--- src/rtl/ctrl_defs_pkg.sv ---
`default_nettype none
// +----------------------------------------------------------------------+
// | ctrl_defs_pkg : opcode/funct/ALU constants and control-bundle layout  |
// | Revision      : 1.0                                                   |
// +----------------------------------------------------------------------+
package ctrl_defs_pkg;

  localparam logic [5:0] OP_RTYPE = 6'h00;
  localparam logic [5:0] OP_J     = 6'h02;
  localparam logic [5:0] OP_JAL   = 6'h03;
  localparam logic [5:0] OP_BEQ   = 6'h04;
  localparam logic [5:0] OP_BNE   = 6'h05;
  localparam logic [5:0] OP_ADDI  = 6'h08;
  localparam logic [5:0] OP_ADDIU = 6'h09;
  localparam logic [5:0] OP_SLTI  = 6'h0A;
  localparam logic [5:0] OP_ANDI  = 6'h0C;
  localparam logic [5:0] OP_ORI   = 6'h0D;
  localparam logic [5:0] OP_XORI  = 6'h0E;
  localparam logic [5:0] OP_LUI   = 6'h0F;
  localparam logic [5:0] OP_LW    = 6'h23;
  localparam logic [5:0] OP_SW    = 6'h2B;

  localparam logic [5:0] FN_SLL   = 6'h00;
  localparam logic [5:0] FN_JR    = 6'h08;
  localparam logic [5:0] FN_MULT  = 6'h18;
  localparam logic [5:0] FN_MULTU = 6'h19;
  localparam logic [5:0] FN_DIV   = 6'h1A;
  localparam logic [5:0] FN_DIVU  = 6'h1B;

  localparam logic [5:0] ALU_ADD  = 6'h20;
  localparam logic [5:0] ALU_SUB  = 6'h22;

  typedef enum logic [1:0] {
    WR_NONE = 2'd0,
    WR_RT   = 2'd1,
    WR_RD   = 2'd2,
    WR_R31  = 2'd3
  } wr_sel_e;

  // Field order of the single-bit part of the ID/EX control bundle
  typedef struct packed {
    logic valid;
    logic regw;
    logic memr;
    logic memw;
    logic mem2r;
    logic alusrc;
    logic extop;
    logic branch;
    logic bne;
    logic jump;
    logic jr;
    logic link;
    logic illegal;
  } ctrl_t;

  function automatic logic is_muldiv(input logic [5:0] op, input logic [5:0] fn);
    return (op == OP_RTYPE) && (fn >= FN_MULT) && (fn <= FN_DIVU);
  endfunction

endpackage
`default_nettype wire

--- src/rtl/pipe_ctrl_unit_decode.sv ---
`default_nettype none
// +----------------------------------------------------------------------+
// | ctrl_decode : combinational opcode/funct to control-bundle decoder    |
// | Revision    : 1.0                                                     |
// +----------------------------------------------------------------------+
module ctrl_decode
  import ctrl_defs_pkg::*;
(
  input  logic [5:0] opcode,
  input  logic [5:0] funct,
  input  logic       rd_zero,
  output ctrl_t      ctl,
  output wr_sel_e    wr_sel,
  output logic [5:0] aluctrl,
  output logic       uses_rt
);

  always_comb begin
    ctl       = '0;
    ctl.valid = 1'b1;
    wr_sel    = WR_NONE;
    aluctrl   = '0;
    uses_rt   = 1'b0;
    case (opcode)
      OP_RTYPE: begin
        uses_rt = 1'b1;
        aluctrl = funct;
        if (funct == FN_JR) begin
          ctl.jr   = 1'b1;
          ctl.jump = 1'b1;
        end else if (!(funct == FN_SLL && rd_zero)) begin
          ctl.regw = 1'b1;
          wr_sel   = WR_RD;
        end
      end
      OP_J: ctl.jump = 1'b1;
      OP_JAL: begin
        ctl.jump = 1'b1;
        ctl.link = 1'b1;
        ctl.regw = 1'b1;
        wr_sel   = WR_R31;
      end
      OP_BEQ, OP_BNE: begin
        ctl.branch = 1'b1;
        ctl.bne    = opcode[0];
        ctl.extop  = 1'b1;
        aluctrl    = ALU_SUB;
        uses_rt    = 1'b1;
      end
      OP_ADDI, OP_ADDIU, OP_SLTI: begin
        ctl.alusrc = 1'b1;
        ctl.extop  = 1'b1;
        ctl.regw   = 1'b1;
        wr_sel     = WR_RT;
        aluctrl    = opcode;
      end
      OP_ANDI, OP_ORI, OP_XORI, OP_LUI: begin
        ctl.alusrc = 1'b1;
        ctl.regw   = 1'b1;
        wr_sel     = WR_RT;
        aluctrl    = opcode;
      end
      OP_LW: begin
        ctl.memr   = 1'b1;
        ctl.mem2r  = 1'b1;
        ctl.alusrc = 1'b1;
        ctl.extop  = 1'b1;
        ctl.regw   = 1'b1;
        wr_sel     = WR_RT;
        aluctrl    = ALU_ADD;
      end
      OP_SW: begin
        ctl.memw   = 1'b1;
        ctl.alusrc = 1'b1;
        ctl.extop  = 1'b1;
        aluctrl    = ALU_ADD;
        uses_rt    = 1'b1;
      end
      default: ctl.illegal = 1'b1;
    endcase
  end

endmodule
`default_nettype wire

--- src/rtl/pipe_ctrl_unit.sv ---
`default_nettype none
// +----------------------------------------------------------------------+
// | pipe_ctrl_unit : registered ID/EX control with load-use, flush and    |
// |                  optional mul/div stall (PIPE_CTRL_MULDIV_STALL_EN)   |
// | Revision       : 1.0                                                  |
// +----------------------------------------------------------------------+
module pipe_ctrl_unit
  import ctrl_defs_pkg::*;
#(
  parameter int ALU_W  = 6,
  parameter int RA_W   = 5,
  parameter int MD_LAT = 4
) (
  input  logic             clk,
  input  logic             rst_n,
  input  logic             id_valid,
  input  logic [5:0]       id_opcode,
  input  logic [5:0]       id_funct,
  input  logic [RA_W-1:0]  id_rs,
  input  logic [RA_W-1:0]  id_rt,
  input  logic [RA_W-1:0]  id_rd,
  input  logic             ex_flush,
  output logic             stall,
  output logic             ex_valid,
  output logic             ex_regw,
  output logic             ex_memr,
  output logic             ex_memw,
  output logic             ex_mem2r,
  output logic             ex_alusrc,
  output logic             ex_extop,
  output logic             ex_branch,
  output logic             ex_bne,
  output logic             ex_jump,
  output logic             ex_jr,
  output logic             ex_link,
  output logic [ALU_W-1:0] ex_aluctrl,
  output logic [RA_W-1:0]  ex_wr_reg,
  output logic             ex_illegal,
  output logic             md_busy
);

  ctrl_t            w_dec;
  wr_sel_e          w_sel;
  logic [5:0]       w_alu;
  logic             w_uses_rt;
  logic [RA_W-1:0]  w_dst;
  logic             w_hazard;
  logic             w_md_stall;
  logic             w_load;

  ctrl_t            r_ctl;
  logic [ALU_W-1:0] r_aluctrl;
  logic [RA_W-1:0]  r_wr_reg;

  ctrl_decode u_decode (
    .opcode  (id_opcode),
    .funct   (id_funct),
    .rd_zero (id_rd == '0),
    .ctl     (w_dec),
    .wr_sel  (w_sel),
    .aluctrl (w_alu),
    .uses_rt (w_uses_rt)
  );

  always_comb begin
    w_dst = '0;
    if (w_dec.regw) begin
      case (w_sel)
        WR_RT:   w_dst = id_rt;
        WR_RD:   w_dst = id_rd;
        WR_R31:  w_dst = RA_W'(31);
        default: w_dst = '0;
      endcase
    end
  end

  assign w_hazard = r_ctl.valid && r_ctl.memr && (r_wr_reg != '0) && id_valid &&
                    ((r_wr_reg == id_rs) || ((r_wr_reg == id_rt) && w_uses_rt));

`ifdef PIPE_CTRL_MULDIV_STALL_EN
  localparam int MD_W = (MD_LAT > 1) ? $clog2(MD_LAT) : 1;

  logic [MD_W-1:0] r_md_cnt;

  assign w_md_stall = (r_md_cnt != '0);
  assign md_busy    = w_md_stall;

  // Counter holds the remaining busy cycles after the mul/div enters EX
  always_ff @(posedge clk or negedge rst_n) begin
    if (!rst_n) begin
      r_md_cnt <= '0;
    end else if (ex_flush) begin
      r_md_cnt <= '0;
    end else if (w_md_stall) begin
      r_md_cnt <= r_md_cnt - 1'b1;
    end else if (w_load && is_muldiv(id_opcode, id_funct)) begin
      r_md_cnt <= MD_W'(MD_LAT - 1);
    end
  end
`else
  assign w_md_stall = 1'b0;
  assign md_busy    = 1'b0;
`endif

  assign stall  = !ex_flush && (w_md_stall || w_hazard);
  assign w_load = id_valid && !ex_flush && !w_md_stall && !w_hazard;

  always_ff @(posedge clk or negedge rst_n) begin
    if (!rst_n) begin
      r_ctl     <= '0;
      r_aluctrl <= '0;
      r_wr_reg  <= '0;
    end else if (w_load) begin
      r_ctl     <= w_dec;
      r_aluctrl <= ALU_W'(w_alu);
      r_wr_reg  <= w_dst;
    end else begin
      r_ctl     <= '0;
      r_aluctrl <= '0;
      r_wr_reg  <= '0;
    end
  end

  assign ex_valid   = r_ctl.valid;
  assign ex_regw    = r_ctl.regw;
  assign ex_memr    = r_ctl.memr;
  assign ex_memw    = r_ctl.memw;
  assign ex_mem2r   = r_ctl.mem2r;
  assign ex_alusrc  = r_ctl.alusrc;
  assign ex_extop   = r_ctl.extop;
  assign ex_branch  = r_ctl.branch;
  assign ex_bne     = r_ctl.bne;
  assign ex_jump    = r_ctl.jump;
  assign ex_jr      = r_ctl.jr;
  assign ex_link    = r_ctl.link;
  assign ex_illegal = r_ctl.illegal;
  assign ex_aluctrl = r_aluctrl;
  assign ex_wr_reg  = r_wr_reg;

endmodule
`default_nettype wire

--- config.mk ---
export PLATFORM = sky130hd
export DESIGN_NAME = pipe_ctrl_unit
export DESIGN_NICKNAME = d
export VERILOG_FILES = /design/src/rtl/ctrl_defs_pkg.sv /design/src/rtl/pipe_ctrl_unit_decode.sv /design/src/rtl/pipe_ctrl_unit.sv
export SDC_FILE = /design/constraint.sdc
export NUM_CORES = 1
export LEC_CHECK = 0
export CAP_MARGIN = 30
export CORE_UTILIZATION = 44
export DETAILED_ROUTE_END_ITERATION = 8
export PLACE_DENSITY = 0.85
export REMOVE_ABC_BUFFERS = 1
export SYNTH_ARGS = -nofsm -noshare
export SYNTH_HDL_FRONTEND = slang
export SYNTH_SLANG_ARGS = --single-unit
--- constraint.sdc ---
create_clock -name clk -period 6.05 [get_ports clk]
set_clock_uncertainty 0.15 [all_clocks]
set_input_delay 1.815 -clock clk [delete_from_list [all_inputs] [get_ports clk]]
set_output_delay 1.815 -clock clk [all_outputs]
set_load 0.01 [all_outputs]
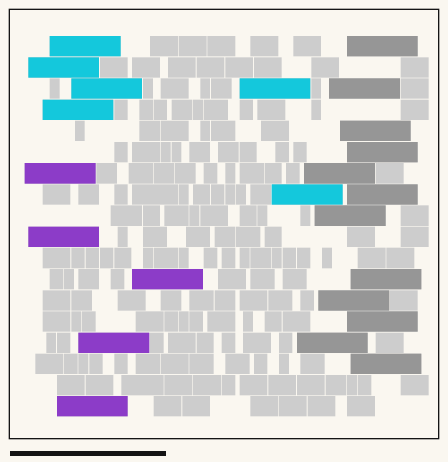
Run 1: sequential cells grouped by signal name
Scale bar: 20 um. Other sequential cells in the stronger grey, the rest of the logic in the fainter grey.
Key: `ex_aluctrl` = cyan [flops 6]; `ex_wr_reg` = purple [flops 5]

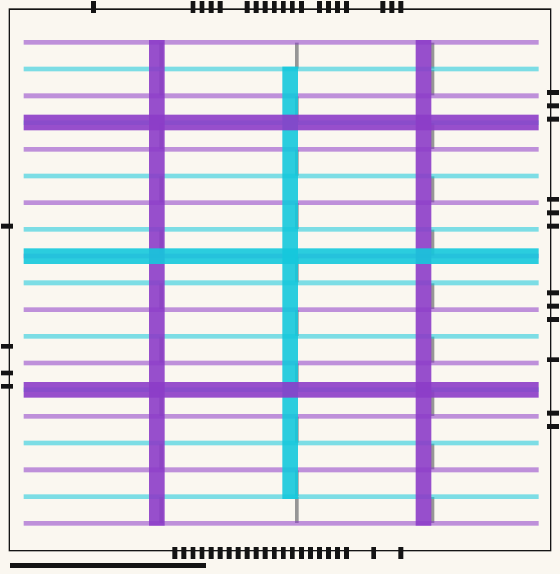
Run 1: power grid
Scale bar: 20 um. Pins as bars on the die edge. Tap cells in grey.
Key: VSS = purple; VDD = cyan
30 tap cells. The core has 18 rows. 3 straps on met5. 19 met1 rails follow the rows.

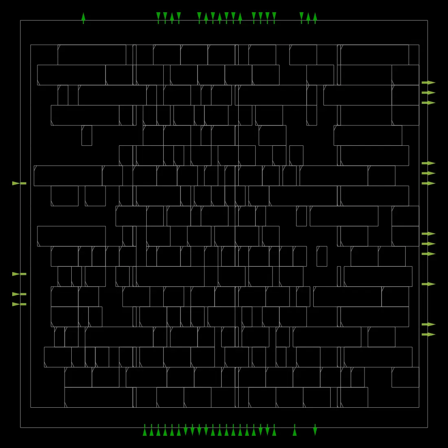
Run 1: placed standard cells
Core Area: 2570 sq um
final std cells w/o fill: 221
Cell Rows: 18

==> out/metrics.csv, run 1 <==
metric,value,unit
syn_inst,136,
critPathMaxFanout,3,
holdPathEnd,ex_aluctrl[1],
worst_slew_pin_slew,0.853,ns
drt_pass1_iterations,4,
power_density,156,nW/um^2
numSynthFlops,23,
finalCriticalPeriod,5.73,ns
synth_seq_share,46.6,%
grt_use_total,25.4,%
r2r_cells,5,
p_int,0.000211,W
vdd_drop_max,0.135,mV
period_used_share,94.8,%
pwr-share-clk,25.3,%
final_util,71.9,%
numPortBuffers,55,
fin_area,1850,sq um
synth_largest_type_area_fraction,46.6,%
antenna_found_initial,0,
overflow,0,
drive_above_1_share,7.33,%
crit_start,id_rt[2],
status,"finished, final reports clean",
first_global_vias,1123,
-- run 1: power groups by stage --
stage | clock, W | sequential (W) | combinational, W
detailed placement | 0 | 0.000160 | 0.0000576
global placement | 0 | 0.000160 | 0.0000559
global route | 0.0000805 | 0.000157 | 0.0000631
floorplan | 0 | 0.000161 | 0.0000161
CTS | 0.0000750 | 0.000157 | 0.0000579
finish | 0.0000729 | 0.000157 | 0.0000586
-- run 1: cells in the final DEF (no fill, tap or decap), types with 4 or more instances in the layout --
master and n:
nor3_1 11, nand2_1 12, clkdlybuf4s50_1 55, xor2_1 8
a21oi_1 11, inv_1 4, o21ai_0 6, buf_4 4
dfrtp_1 23, nor2_1 14
-- run 1: layer usage --
metal,wire (um),track usage (%),up-vias
li1,-,-,593
met1,1550,34.6,587
met2,1800,42.2,51
met3,171,2.46,5
met4,42,8.33,0
met5,0,0,-
-- run 1: kinds of logic after synthesis --
group | Yosys count | synth area share [%]
AND/OR/NAND/NOR | 56 | 24.0
AND-OR/OR-AND | 32 | 16.0
flip-flops | 23 | 46.6
buffers and inverters | 13 | 5.27
XOR/XNOR | 11 | 7.80
other | 1 | 0.304
-- run 1: critical path: stages --
cell	delay [ns]
clkdlybuf4s50_1	0.44
xor2_1	0.15
nor4_1	0.31
o2111ai_1	0.27
a21oi_1	0.22
clkdlybuf4s50_1	0.55
-- run 1: cell type report --
class / instances / area share (%)
inverters: 4 / 0.814
flip-flops and latches: 23 / 31.2
clock buffers: 3 / 1.22
repair buffers: 60 / 32.3
multi-input cells: 100 / 32.2
well taps: 30 / 2.03
clock inverters: 1 / 0.271
-- run 1: stage by stage --
step	std cells	setup slack [ns]
2_1_floorplan	127	1.41
3_3_place_gp	216	0.435
3_5_place_dp	217	0.323
4_1_cts	221	0.323
5_1_grt	221	0.280
6_report	221	0.316
==> run 1 -> run 2 <==
--- a/config.mk
+++ b/config.mk
@@ -8,6 +8,7 @@
 export CAP_MARGIN = 30
 export CORE_UTILIZATION = 44
 export DETAILED_ROUTE_END_ITERATION = 8
+export GPL_TIMING_DRIVEN = 0
 export PLACE_DENSITY = 0.85
 export REMOVE_ABC_BUFFERS = 1
 export SYNTH_ARGS = -nofsm -noshare
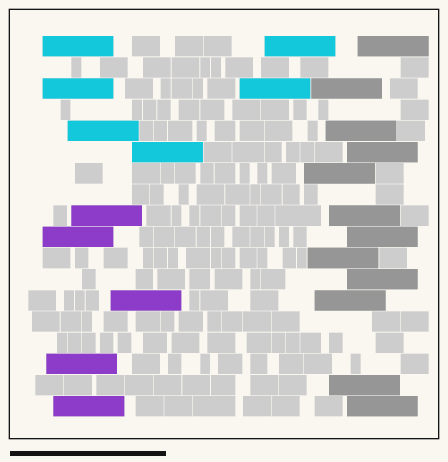
Run 2: sequential cells grouped by signal name
Scale bar: 20 um. Other sequential cells in the stronger grey, the rest of the logic in the fainter grey.
Key: `ex_wr_reg` = purple [flops 5]; `ex_aluctrl` = cyan [flops 6]
Another 12 sequential cells are not coloured.

==> run 2 against run 1 <==
Net effect: synthesized cell count stayed put; total power is 0.45% lower; critical path depth stayed put; largest power group unchanged; clock power is 2% higher; global-route usage is 0.89 points lower; flip-flop count stayed put; non-clock buffer count is 4 lower; largest cell class is now combinational gates; via count is 0.65% lower; critical path type unchanged; sequential power hardly changed; highest routed layer unchanged; die size stayed put; core utilization is 1.2 points lower.
==> out/metrics.csv, run 2 <==
metric,value,unit,change
grt_use_total,24.6,%,-0.89 points
pwr-share-clk,25.9,%,+0.6 points
status,"finished, final reports clean",,
vdd_drop_max,0.123,mV,-9.0%
first_global_vias,1194,,+6.3%
syn_inst,136,,unchanged
p_comb,0.0000557,W,-4.9%
final_cell_mix,"clkdlybuf4s50_1 (55), dfrtp_1 (23), nor2_1 (14)",,
critPathMaxFanout,13,,+10
synth_largest_type_area_fraction,46.6,%,unchanged
antenna_found_initial,0,,unchanged
p_seq,0.000157,W,about the same
crit_start,id_opcode[2],,
drt_pass1_iterations,4,,unchanged
top_power_group,registers,,
numPortBuffers,55,,unchanged
overflow,0,,unchanged
synth_seq_share,46.6,%,unchanged
rows,18,,unchanged
p_int,0.000209,W,-0.78%
p_clk,0.0000744,W,+2%
period_used_share,96.3,%,+1.5 points
-- run 2: cell types whose count changed in the layout (fill, tap and decap cells not counted) --
| cell | before | now |
|---|---|---|
| buf_4 | 4 | 0 |
-- run 2: worst paths after layout --
check / to / depth (start not counted)
max reg2reg: ex_extop / 5
max in group asynchronous: ex_branch / 2
min reg2reg: ex_aluctrl[1] / 4
max: stall / 6
min: ex_aluctrl[1] / 4
min in group asynchronous: ex_wr_reg[1] / 1
-- run 2: logic make-up (layout without fill, tap and decap cells) --
group	count (synthesis)	in the layout	share of synthesized area, %
AOI/OAI and AO/OA	32	32	16.0
other	1	1	0.304
DFF	23	23	46.6
xor gates and xnor gates	11	11	7.80
and+or+nand+nor	56	56	24.0
buffers and inverters	13	64	5.27
-- run 2: area by class of cell --
type | instances | area, sq um
clock inverter | 1 | 5.00
timing repair buffer | 56 | 566
fill | 206 | 752
tap | 30 | 37.5
clock buffer | 3 | 22.5
sequential | 23 | 576
inverter | 4 | 15.0
multi-input combinational | 100 | 594
-- run 2: stage by stage --
stage	cells	hold WS, ns	instance area (sq um)	setup slack [ns]	utilization (%)
final	217	0.946	1820	0.225	70.7
after global routing	217	1.03	1820	0.117	70.7
after CTS	216	0.893	1800	0.252	70.1
after detailed placement	212	0.880	1770	0.268	69.1
after global placement	212	0.865	1770	0.270	69.1
after floorplan	127	0.802	1180	1.41	-
-- run 2: critical path, stage by stage --
cell             delay [ns]
clkdlybuf4s50_1        0.63
nand4b_1               0.34
nor2_1                 0.12
o2111ai_1              0.20
a21oi_1                0.20
clkdlybuf4s50_1        0.55
-- run 2: layer usage --
metal	vias up	routed length, um	global-route usage, %
li1	585	-	-
met1	568	1360	30.7
met2	65	1780	39.8
met3	10	211	5.46
met4	0	87	11.7
met5	-	0	0
==> run 2 -> run 3 <==
--- a/config.mk
+++ b/config.mk
@@ -11,6 +11,7 @@
 export GPL_TIMING_DRIVEN = 0
 export PLACE_DENSITY = 0.85
 export REMOVE_ABC_BUFFERS = 1
+export SLEW_MARGIN = 20
 export SYNTH_ARGS = -nofsm -noshare
 export SYNTH_HDL_FRONTEND = slang
 export SYNTH_SLANG_ARGS = --single-unit
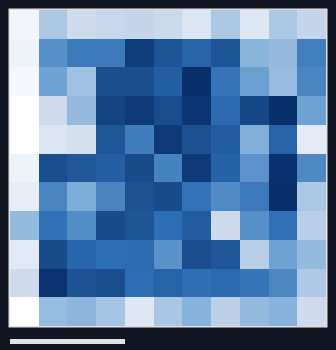
Run 3: local utilization
Scale bar: 20 um. The die is cut into 11 by 11 equal tiles; white is low, dark blue is high, 0 to 100% covered.
The fullest tile reaches 100%. The densest ninth of the die: centre. 2.5% of the tiles are nearly empty.

==> run 3 against run 2 <==
Net effect: maximum frequency about the same; via count up 0.81%; cell area down 1.1%; flip-flop count unchanged; core utilization down 0.78 points; critical path depth unchanged; global-route usage unchanged; critical endpoint unchanged; setup slack worse by 0.0020 ns; largest power group unchanged; sequential share of layout area up 0.35 points; hold slack worse by 0.030 ns.
==> out/metrics.csv, run 3 <==
metric,value,unit,change
numPortBuffers,55,,unchanged
drive_above_1_share,5.38,%,
final_cell_mix,"clkdlybuf4s50_1 (54), dfrtp_1 (23), nor2_1 (14)",,
rows,18,,unchanged
p_clk,0.0000739,W,-0.7%
ys_sh_xor,7.80,%,unchanged
slowest_delay,0.63,ns,about the same
final_util,69.9,%,-0.78 points
adder_share,0,%,unchanged
crit_top_cell,clkdlybuf4s50_1,,
crit_slowest_cell,clkdlybuf4s50_1,,
synthMuxAreaShare,0,%,unchanged
path_cells,clkdlybuf4s50_1 -> nand4b_1 -> nor2_1 -> o2111ai_1 -> a21oi_1 -> clkdlybuf4s50_1,,
p_comb,0.0000543,W,-3%
overflow,0,,unchanged
vdd_drop_max,0.124,mV,+0.19%
clk_pin_slew,0.13,ns,
cts-resized-gates,0,,
critical-path-top-delay-family,buffers and inverters,,
p_int,0.000208,W,-0.60%
cp_num_buf_inv,2,,unchanged
top_power_group,registers,,
dp_slack,0.268,ns,unchanged
clk_latency,0.32,ns,
setup_ws,0.223,ns,-0.00200 ns
grt_use_total,24.6,%,unchanged
p_seq,0.000157,W,about the same
critPathMaxFanout,13,,unchanged
antenna_found_initial,0,,unchanged
ys_sh_simple,24.0,%,unchanged
logic_family,simple AND/OR/NAND/NOR gates,,
synth_seq_share,46.6,%,unchanged
drt_pass1_iterations,8,,+4
syn_inst,136,,unchanged
status,"finished, final reports clean",,
cts-root-buf,clkbuf_4,,
aoi_share,16.0,%,unchanged
slew_headroom,47.7,%,
cp-end-kind,output pin,,
synth_largest_type_area_fraction,46.6,%,unchanged
arrival,3.86,ns,
die_w,55.0,um,
first_global_vias,1194,,unchanged
==> run 3: cell counts after synthesis <==
No cell type changed its count.
==> run 3: cell families (layout without fill, tap and decap cells) <==
logic type                count (synthesis)  count (layout)
and+or+nand+nor                          56              56
AOI/OAI and AO/OA                        32              32
DFF                                      23              23
buffers and inverters                    13              63
xor gates and xnor gates                 11              11
other                                     1               1
==> run 3: per-layer routing <==
layer	track usage [%]	up-vias	wire (um)
li1	-	585	-
met4	11.7	0	82
met2	39.8	70	1740
met5	0	-	0
met1	30.7	572	1330
met3	5.46	11	228
==> run 3: final timing paths <==
path / startpoint / cells after the start / slack (ns) / endpoint
worst max-delay path: id_opcode[2] / 6 / 0.22 / stall
worst min-delay path: ex_wr_reg[2] / 4 / 0.92 / ex_aluctrl[1]
worst max register to register: ex_wr_reg[2] / 5 / 4.05 / ex_extop
worst min register to register: ex_wr_reg[2] / 4 / 0.92 / ex_aluctrl[1]
max in group asynchronous: rst_n / 1 / 4.12 / ex_valid
min in group asynchronous: rst_n / 1 / 1.29 / ex_wr_reg[1]
==> run 3: final cells by class <==
cell class                 count  area [sq um]
timing repair buffer          55           546
multi-input combinational    100           594
fill                         210           772
tap                           30          37.5
clock buffer                   3          22.5
inverter                       4          15.0
clock inverter                 1          5.00
sequential                    23           576
==> run 3: per-stage QoR <==
stage | hold WS, ns | cells | cell area [sq um]
2_1_floorplan | 0.802 | 127 | 1180
3_3_place_gp | 0.865 | 212 | 1770
3_5_place_dp | 0.880 | 212 | 1770
4_1_cts | 0.893 | 216 | 1800
5_1_grt | 1.01 | 216 | 1800
6_report | 0.916 | 216 | 1800
Power and IR drop assume default switching activity.
